### src/rtl/im_loader.sv
// Instruction-memory loader: takes 32-bit words from a valid/ready stream and writes them MSB-first
// as four byte writes into the IM array. Optional running XOR checksum under IM_LOADER_CHECKSUM_EN.
module im_loader #(
  parameter int unsigned MEM_SIZE = 128,
  parameter int unsigned CNT_W    = 8
) (
  input  logic             clk,
  input  logic             rst_n,
  input  logic             start,
  input  logic [31:0]      base_addr,
  input  logic             word_valid,
  input  logic [31:0]      word_data,
  input  logic             word_last,
  output logic             word_ready,
  output logic             mem_we,
  output logic [31:0]      mem_addr,
  output logic [7:0]       mem_wdata,
  output logic             busy,
  output logic             done,
  output logic             err_overflow,
  output logic [CNT_W-1:0] words_written,
  output logic [31:0]      checksum
);

  typedef enum logic [1:0] {S_IDLE, S_ACCEPT, S_WRITE, S_DONE} state_e;

  state_e           r_state, w_state_nxt;
  logic [31:0]      r_addr, w_addr_nxt;
  logic [31:0]      r_word, w_word_nxt;
  logic [1:0]       r_idx, w_idx_nxt;
  logic             r_last, w_last_nxt;
  logic             r_err, w_err_nxt;
  logic [CNT_W-1:0] r_cnt, w_cnt_nxt;

  logic             r_word_ready, r_mem_we, r_busy, r_done;
  logic [31:0]      r_mem_addr, w_mem_addr_nxt;
  logic [7:0]       r_mem_wdata, w_mem_wdata_nxt;

  // Next-state and datapath; bus outputs are derived from the next state so they can be registered.
  always_comb begin
    w_state_nxt     = r_state;
    w_addr_nxt      = r_addr;
    w_word_nxt      = r_word;
    w_idx_nxt       = r_idx;
    w_last_nxt      = r_last;
    w_err_nxt       = r_err;
    w_cnt_nxt       = r_cnt;
    w_mem_addr_nxt  = 32'h0;
    w_mem_wdata_nxt = 8'h0;

    case (r_state)
      S_IDLE: begin
        if (start) begin
          w_state_nxt = S_ACCEPT;
          w_addr_nxt  = base_addr & ~32'h3;
          w_err_nxt   = 1'b0;
          w_cnt_nxt   = '0;
        end
      end
      S_ACCEPT: begin
        if (word_valid) begin
          w_word_nxt = word_data;
          w_last_nxt = word_last;
          if (r_addr + 32'd3 < 32'(MEM_SIZE)) begin
            w_state_nxt = S_WRITE;
            w_idx_nxt   = 2'd0;
          end else begin
            w_err_nxt   = 1'b1;
            w_state_nxt = S_DONE;
          end
        end
      end
      S_WRITE: begin
        w_idx_nxt = r_idx + 2'd1;
        if (r_idx == 2'd3) begin
          w_addr_nxt  = r_addr + 32'd4;
          w_cnt_nxt   = r_cnt + CNT_W'(1);
          w_state_nxt = r_last ? S_DONE : S_ACCEPT;
        end
      end
      S_DONE:  w_state_nxt = S_IDLE;
      default: w_state_nxt = S_IDLE;
    endcase

    // Byte k of the word is bits [31-8k -: 8], i.e. shift right by 8*(3-k).
    if (w_state_nxt == S_WRITE) begin
      w_mem_addr_nxt  = w_addr_nxt + 32'(w_idx_nxt);
      w_mem_wdata_nxt = 8'(w_word_nxt >> {~w_idx_nxt, 3'b000});
    end
  end

  always_ff @(posedge clk or negedge rst_n) begin
    if (!rst_n) begin
      r_state      <= S_IDLE;
      r_addr       <= 32'h0;
      r_word       <= 32'h0;
      r_idx        <= 2'd0;
      r_last       <= 1'b0;
      r_err        <= 1'b0;
      r_cnt        <= '0;
      r_word_ready <= 1'b0;
      r_mem_we     <= 1'b0;
      r_mem_addr   <= 32'h0;
      r_mem_wdata  <= 8'h0;
      r_busy       <= 1'b0;
      r_done       <= 1'b0;
    end else begin
      r_state      <= w_state_nxt;
      r_addr       <= w_addr_nxt;
      r_word       <= w_word_nxt;
      r_idx        <= w_idx_nxt;
      r_last       <= w_last_nxt;
      r_err        <= w_err_nxt;
      r_cnt        <= w_cnt_nxt;
      r_word_ready <= (w_state_nxt == S_ACCEPT);
      r_mem_we     <= (w_state_nxt == S_WRITE);
      r_mem_addr   <= w_mem_addr_nxt;
      r_mem_wdata  <= w_mem_wdata_nxt;
      r_busy       <= (w_state_nxt == S_ACCEPT) || (w_state_nxt == S_WRITE);
      r_done       <= (w_state_nxt == S_DONE);
    end
  end

`ifdef IM_LOADER_CHECKSUM_EN
  logic        w_accept, w_clear;
  logic [31:0] r_csum;

  assign w_accept = (r_state == S_ACCEPT) && word_valid;
  assign w_clear  = (r_state == S_IDLE) && start;

  // Dropped overflow words are still folded in: they were accepted on the stream.
  always_ff @(posedge clk or negedge rst_n) begin
    if (!rst_n)        r_csum <= 32'h0;
    else if (w_clear)  r_csum <= 32'h0;
    else if (w_accept) r_csum <= r_csum ^ word_data;
  end

  assign checksum = r_csum;
`else
  assign checksum = 32'h0;
`endif

  assign word_ready    = r_word_ready;
  assign mem_we        = r_mem_we;
  assign mem_addr      = r_mem_addr;
  assign mem_wdata     = r_mem_wdata;
  assign busy          = r_busy;
  assign done          = r_done;
  assign err_overflow  = r_err;
  assign words_written = r_cnt;

endmodule

### config.mk
export PLATFORM = sky130hd
export DESIGN_NAME = im_loader
export DESIGN_NICKNAME = d
export VERILOG_FILES = /design/src/rtl/im_loader.sv
export SDC_FILE = /design/constraint.sdc
export NUM_CORES = 1
export LEC_CHECK = 0
export ABC_AREA = 1
export CAP_MARGIN = 20
export CORE_MARGIN = 2
export CORE_UTILIZATION = 49
export CTS_BUF_LIST = sky130_fd_sc_hd__clkbuf_4 sky130_fd_sc_hd__clkbuf_8
export CTS_CLUSTER_SIZE = 30
export DETAILED_ROUTE_END_ITERATION = 7
export GPL_ROUTABILITY_DRIVEN = 0
export GPL_TIMING_DRIVEN = 1
export PLACE_DENSITY = 0.78
export SLEW_MARGIN = 20
export SYNTH_ARGS = -nofsm -noshare
export SYNTH_HDL_FRONTEND = slang
export SYNTH_SLANG_ARGS = --single-unit
### constraint.sdc
create_clock -name clk -period 3.91 [get_ports clk]
set_input_delay 0.782 -clock clk [delete_from_list [all_inputs] [get_ports clk]]
set_output_delay 0.782 -clock clk [all_outputs]
set_load 0.05 [all_outputs]
==> out/results.ini, run 1 <==
[status]
outcome = complete, no violations

[critical_path]
critical_path_class = register to register
r2r-start = r_addr[2]
crit_fanout = 6
max_stage_delay_ns = 0.39
crit_family = simple AND/OR/NAND/NOR gates
path_depth = 26
end_kind = register
start_kind = register
cp_data_arrival_time_ns = 3.98
critPathLaunch = r_addr[2]
cp.required_ns = 4.24
critPathBufInv = 3
crit_end = mem_addr[17]
path_common_cell = nand2_1

[route]
wl_met2_um = 10170
drt_iter0_drc = 641
post-route-drc-count = 0
routedWlPerCell_um = 14.78
viasPerCell = 5.177
drtAntennaViolNets = 0
vias = 7372

[finish]
area_growth_syn_to_layout_pct = 25.34
lay_top_count = nand2_1
layout_top_cells = nand2_1, inv_1, clkdlybuf4s50_1
nets = 1281
diodes = 0
postLayoutCellArea_sq_mm = 0.009681
drive_gt1_frac = 0.1715

[place]
hpwl_um = 16140
place_area_sq_mm = 0.009140

[clocking]
numCtsBuffers = 17
cts_setup_buffers = 0
insertion_delay_ns = 0.46
h-tree-depth = 4
cts.repair.resized = 0
cts_buffer_depth = 2
cts_tree = done

[timing]
maxSlewViolCount = 0
period_minus_slack_ns = 3.649
skew_ns = 0.01235
max-slew-margin-rel = 0.5164
fin_crit_sh = 0.9332
tightest_slew_ns = 0.7245

[synth]
synthFlopType = dfrtp_1
synth-compound-area-share = 0.1210
top_area_cell = dfrtp_1
xor_share = 0.009072
ys_cells = 1055
syn_area_sq_mm = 0.007724
simple_gate_share = 0.3381
async_flop_share = 1.000
top_area_frac = 0.3953
synth_cell_types = 54
top_cells_by_count = nand2_1, inv_1, dfrtp_1
synth_area_per_cell_sq_um = 7.321
ys_area_sq_mm = 0.007724
topCellsByArea = dfrtp_1, nand2_1, inv_1
synth_adder_area_share = 0.02041
most_common_cell = nand2_1

[power_and_ir_drop]
maxPowerGroup = combinational logic
power_density_mw_per_mm2 = 721.9
pwr-share-seq = 0.287
p_switching_w = 0.003519
sw_frac_of_total = 0.5035
ir_worst_vdd_v = 0.0005448
clkPwrFrac = 0.151

[die]
fp_util = 0.5043
die_h_um = 129.6
fp.dieW_um = 129.6

[global_route]
grt_busiest_layer = met2
grt_util_met3 = 0.06028
first_global_vias = 6910
grt_start_max_net_pins = 52

[job]
warnings = 32

[hold_path]
hp-class = input pin to asynchronous set/reset pin

-- run 1: stage by stage --
stage                 util  setup WS (ns)  hold slack [ns]  cells
detailed placement  0.5968        0.04581           0.4844   1387
global placement    0.5968         0.1399           0.4855   1387
floorplan                -         0.2679           0.4497   1086
finish              0.6321         0.2612           0.3473   1424
CTS                 0.6206        0.02235           0.3815   1419
global route        0.6321       -0.01930           0.3902   1424
-- run 1: layout make-up --
type | count | area [sq um] | share of cell area
multi-input cells | 768 | 4026 | 0.4159
clock buffers | 17 | 234.0 | 0.02417
well taps | 211 | 264.0 | 0.02727
clock inverters | 15 | 130.1 | 0.01344
inverters | 140 | 525.5 | 0.05428
repair buffers | 151 | 1441 | 0.1489
flip-flops and latches | 122 | 3059 | 0.3160
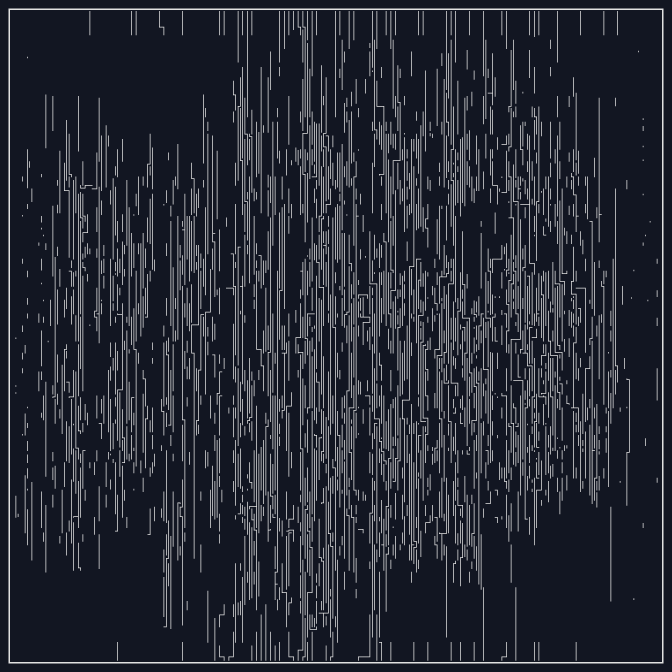
Fig. 1. M2 wires (run 1).
longest straight run: 59.8 um
share of all routed wire: 48%
main direction: vertical

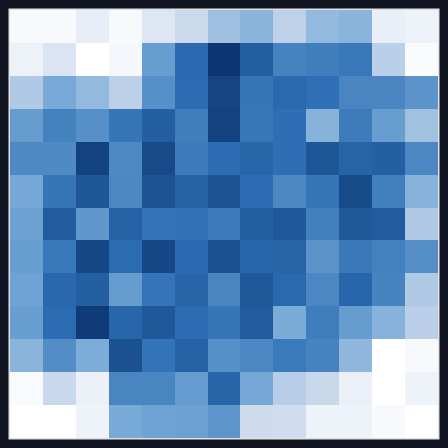
Fig. 2. Local utilization (run 1).
The die is cut into 13 by 13 equal tiles; white is low, dark blue is high, 0 to 100% covered.
nearly empty tiles: 3.6%
densest ninth of the die: centre
tiles over 75% full: 30%
fullest tile: 98%
emptiest ninth of the die: south-east
mean over tiles: 56%

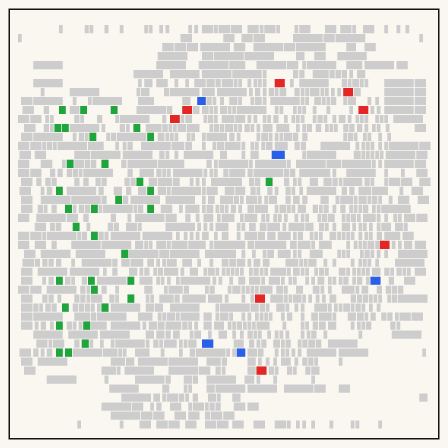
Fig. 3. Logic cells by family (run 1).
| colour | family | cells |
|---|---|---|
| red | XOR/XNOR gates | 8 |
| blue | AND-OR and OR-AND gates | 5 |
| green | AND and OR gates | 33 |

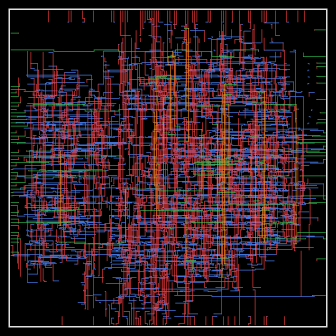
Fig. 4. Signal wires by layer (run 1).
| colour | layer | wire length |
|---|---|---|
| red | met2 | 10200 um |
| green | met3 | 1380 um |
| blue | met1 | 8640 um |
| orange | met4 | 863 um |

==> run 2: changes to the inputs <==
- CORE_MARGIN: 2 -> not set
- GPL_TIMING_DRIVEN: 1 -> not set
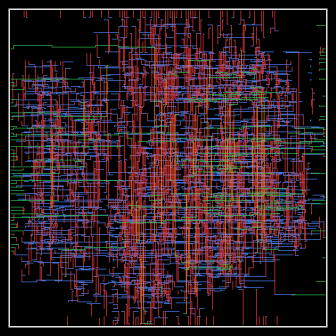
Fig. 5. Signal wires by layer (run 2).
| colour | layer | wire length |
|---|---|---|
| green | met3 | 1580 um |
| blue | met1 | 8530 um |
| red | met2 | 10300 um |
| orange | met4 | 1100 um |

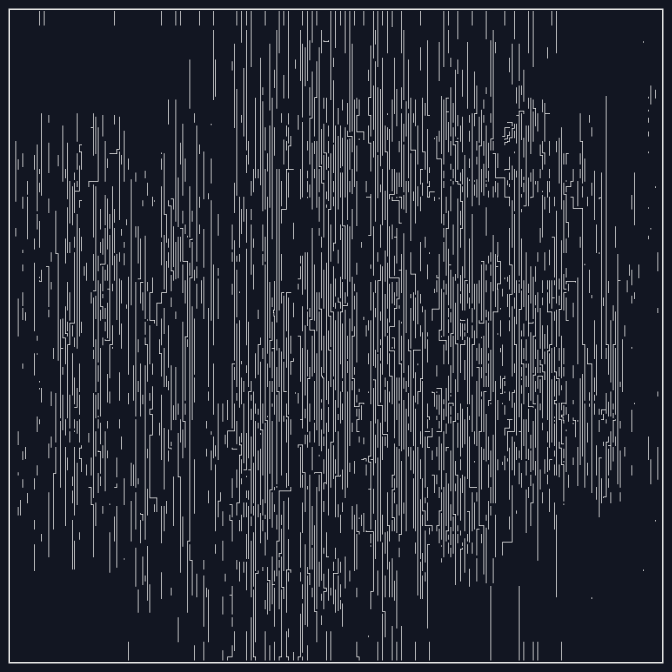
Fig. 6. M2 wires (run 2).
longest straight run: 51.5 um
main direction: vertical
nets with wire on the layer: 1063

==> run 2 against run 1 <==
Cell count unchanged; die area decreased by 3.1%; critical path depth unchanged; sequential share of layout area decreased by 0.42 points; via count increased by 1.2%; global-route usage increased by 1.4 points; worst hold slack improved by 0.058 ns; routed wire length increased by 2.1%; count of clock-buffer cells in the layout increased by 4; non-clock buffer count increased by 1; critical path type unchanged; largest power group unchanged; highest routed layer unchanged.
==> out/results.ini, run 2 <==
[status]
outcome = complete, no violations

[synth]
async_flop_share = 1.000
topCellsByArea = dfrtp_1, nand2_1, inv_1
synth_adder_area_share = 0.02041
top_cells_by_count = nand2_1, inv_1, dfrtp_1
synth_cell_types = 54
xor_share = 0.009072
top_area_cell = dfrtp_1
most_common_cell = nand2_1
top_area_frac = 0.3953
synthFlopType = dfrtp_1
yosysWarnings = 0
logic_family = simple AND/OR/NAND/NOR gates
ys_cells = 1055
synth-compound-area-share = 0.1210
synth_area_per_cell_sq_um = 7.321
simple_gate_share = 0.3381

[die]
die_h_um = 127.6
fp.dieW_um = 127.6
fp_util = 0.5043
nWellTaps = 211

[finish]
nets = 1282
nFlopsAndLatches = 122
comb_share = 0.4156
postLayoutCellArea_sq_mm = 0.009811
lay_top_count = nand2_1
layout_top_cells = nand2_1, inv_1, clkdlybuf4s50_1
num-multi-input-gates = 768
instances_no_fill = 1424
seq_share = 0.3118
clock_cell_area_share = 0.04311
n_all_buffers = 152
area_growth_syn_to_layout_pct = 27.02
seq_area_sq_mm = 0.003059
drive_gt1_frac = 0.1805
n_all_inverters = 140
diodes = 0

[power_and_ir_drop]
ir_worst_vdd_v = 0.0004915
power_density_mw_per_mm2 = 737.1

[clocking]
insertion_delay_ns = 0.47
cts.repair.resized = 0
cts_tree = done
numCtsBuffers = 17
cts_buffer_depth = 2
h-tree-depth = 4
cts_setup_buffers = 0

[global_route]
grt_busiest_layer = met2
first_global_vias = 7096
grt_antenna_before_repair = 0
grt_util_met3 = 0.07663
grt_start_max_net_pins = 65

[timing]
maxSlewViolCount = 0
fin_crit_sh = 0.9409
hold_ws_ns = 0.4055
max-slew-margin-rel = 0.4400
period_minus_slack_ns = 3.679
tightest_slew_ns = 0.8401

[route]
drtAntennaViolNets = 0
viasPerCell = 5.242
post-route-drc-count = 0
drt_iter0_drc = 564
vias = 7464
routedWlPerCell_um = 15.10
wl_met2_um = 10290

[critical_path]
critical_path_class = register to register
r2r-start = r_addr[10]
start_kind = register
max_stage_delay_ns = 0.45
reg2reg_slack_ns = 0.23
end_kind = register
crit_end = mem_addr[24]
crit_fanout = 5
cp_data_arrival_time_ns = 3.99
cp.required_ns = 4.22

[hold_path]
hp-class = input pin to asynchronous set/reset pin

[place]
place_inst = 1384
hpwl_um = 16040

[job]
warnings = 32

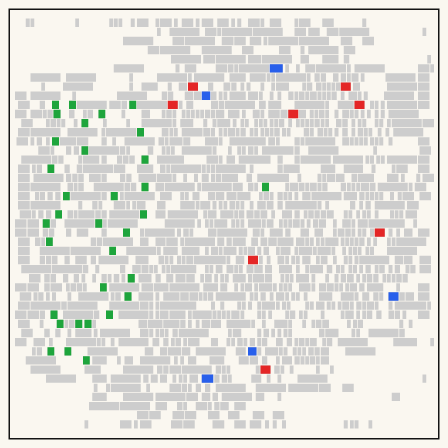
Fig. 7. Logic cells by family (run 2).
| colour | family | cells |
|---|---|---|
| blue | AND-OR and OR-AND gates | 5 |
| red | XOR/XNOR gates | 8 |
| green | AND and OR gates | 33 |

run 2: cell counts after synthesis:
Identical to the previous run, type by type.
run 2: metrics by stage:
step           total power, W  setup WS, ns    util  setup TNS, ns
6_report             0.007231        0.2312  0.6406              0
5_1_grt              0.007728      -0.08397  0.6406        -0.1501
4_1_cts              0.007113       0.01553  0.6238              0
3_5_place_dp         0.005862       0.05769  0.5962              0
3_3_place_gp         0.005789        0.1472  0.5962              0
2_1_floorplan        0.004660        0.2679       -              0
run 2: power by group:
part           internal [W]  switching, W
clock              0.000687      0.000543
sequential          0.00171      0.000305
combinational       0.00132       0.00267
run 2: critical path: cells and delay by family, from the launching register on:
family	cells	cell delay [ns]
xor gates and xnor gates	1	0.16
DFF	1	0.45
and+or+nand+nor	19	2.11
buffers and inverters	4	0.28
adders and majority gates	2	0.51
==> run 3: changes to the inputs <==
- CELL_PAD_IN_SITES_DETAIL_PLACEMENT: not set -> 0
- CELL_PAD_IN_SITES_GLOBAL_PLACEMENT: not set -> 1
- CORE_ASPECT_RATIO: not set -> 0.9
- CORE_UTILIZATION: 49 -> 35
- PLACE_DENSITY: 0.78 -> 0.77
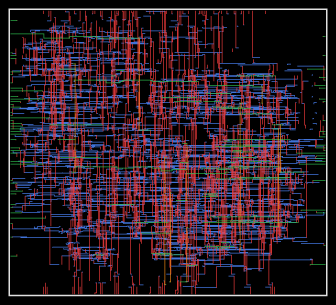
Fig. 8. Signal wires by layer (run 3).
| colour | layer | wire length |
|---|---|---|
| green | met3 | 1250 um |
| blue | met1 | 10800 um |
| orange | met4 | 420 um |
| red | met2 | 10700 um |

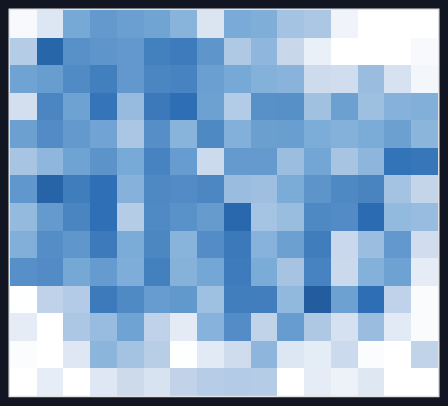
Fig. 9. Local utilization (run 3).
The die is cut into 16 by 14 equal tiles; white is low, dark blue is high, 0 to 100% covered.
tiles over 75% full: 3.1%
fullest tile: 82%
mean over tiles: 42%
nearly empty tiles: 8.0%

==> run 3 against run 2 <==
Power fell by 1.7%; routed wire length increased by 7.8%; count of clock-buffer cells in the layout shrank 4; worst setup slack better by 0.0040 ns; critical endpoint unchanged; largest cell class unchanged.
==> out/results.ini, run 3 <==
[status]
outcome = complete, no violations

[critical_path]
max_stage_delay_ns = 0.40
r2r-start = r_addr[2]
critPathBufInv = 5
path_depth = 30
critPathLaunch = r_addr[2]
crit_fanout = 6
cp.required_ns = 4.23
crit_family = simple AND/OR/NAND/NOR gates
crit_end = mem_addr[24]
reg2reg_slack_ns = 0.24

[synth]
ys_cells = 1055
logic_family = simple AND/OR/NAND/NOR gates
topCellsByArea = dfrtp_1, nand2_1, inv_1
synthFlopType = dfrtp_1
synth_area_per_cell_sq_um = 7.321
synth_adder_area_share = 0.02041
yosysWarnings = 0
simple_gate_share = 0.3381
ys_area_sq_mm = 0.007724
xor_share = 0.009072
most_common_cell = nand2_1
synth_cell_types = 54

[timing]
hold_ws_ns = 0.3541
skew_ns = 0.01414
maxSlewViolCount = 0
period_minus_slack_ns = 3.675
max-slew-margin-rel = 0.5176

[power_and_ir_drop]
totalPowerFinal_w = 0.007106
power_density_mw_per_mm2 = 717.0
ir_worst_vdd_v = 0.0004025
pwr-share-seq = 0.281
p_switching_w = 0.003602
clk-power_w = 0.00113

[clocking]
h-tree-depth = 4
insertion_delay_ns = 0.47
cts_setup_buffers = 0

[finish]
postLayoutCellArea_sq_mm = 0.009911
drive_gt1_frac = 0.1826
lay_top_count = nand2_1
fin_util = 0.4582
seq_area_sq_mm = 0.003063
instances_no_fill = 1518
layout_top_cells = nand2_1, inv_1, clkdlybuf4s50_1

[global_route]
grt_start_max_net_pins = 123

[route]
viasPerCell = 4.760
post-route-drc-count = 0
drtAntennaViolNets = 0
routedWlPerCell_um = 15.27
vias = 7225

[place]
hpwl_um = 17430
dpl_worst_slack_ns = 0.006969
place_inst = 1478

[hold_path]
hp-class = input pin to asynchronous set/reset pin

[job]
warnings = 35

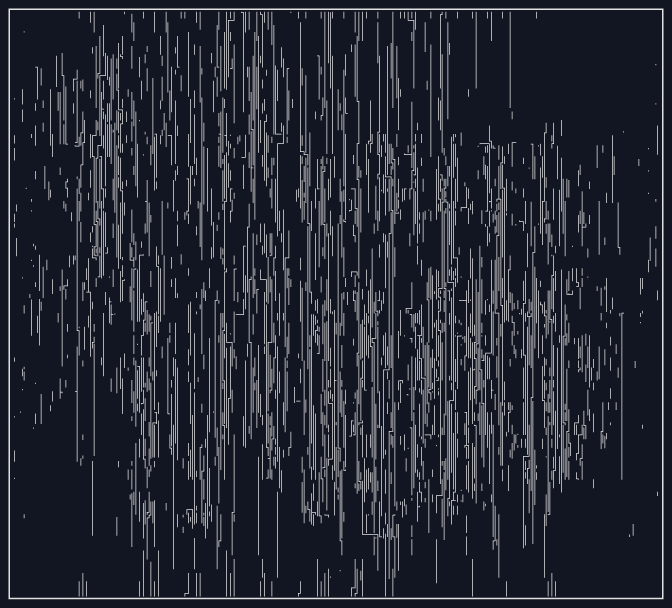
Fig. 10. M2 wires (run 3).
share of all routed wire: 46%
longest straight run: 54.6 um

==> run 3: netlist changes by cell type in the layout (fill, tap and decap cells not counted), sizes merged <==
cell / before / now
buf: 34 / 47
bufinv: 3 / 0
clkbuf: 21 / 17
clkinv: 5 / 4
clkinvlp: 0 / 2
inv: 142 / 149
==> run 3: layer usage <==
layer | GRT usage | share of wire
met5 | 0 | 0
met2 | 0.3423 | 0.46
met1 | 0.3009 | 0.46
met4 | 0.05972 | 0.018
met3 | 0.04036 | 0.054
==> run 3: layout make-up <==
cell class / count / share of cell area
Inverter: 140 / 0.05302
Timing Repair Buffer: 165 / 0.1573
Tap cell: 291 / 0.03674
Clock buffer: 17 / 0.02361
Multi-Input combinational cell: 768 / 0.4050
Sequential cell: 122 / 0.3091
Clock inverter: 15 / 0.01528
Power is estimated from default activity; no workload was simulated.
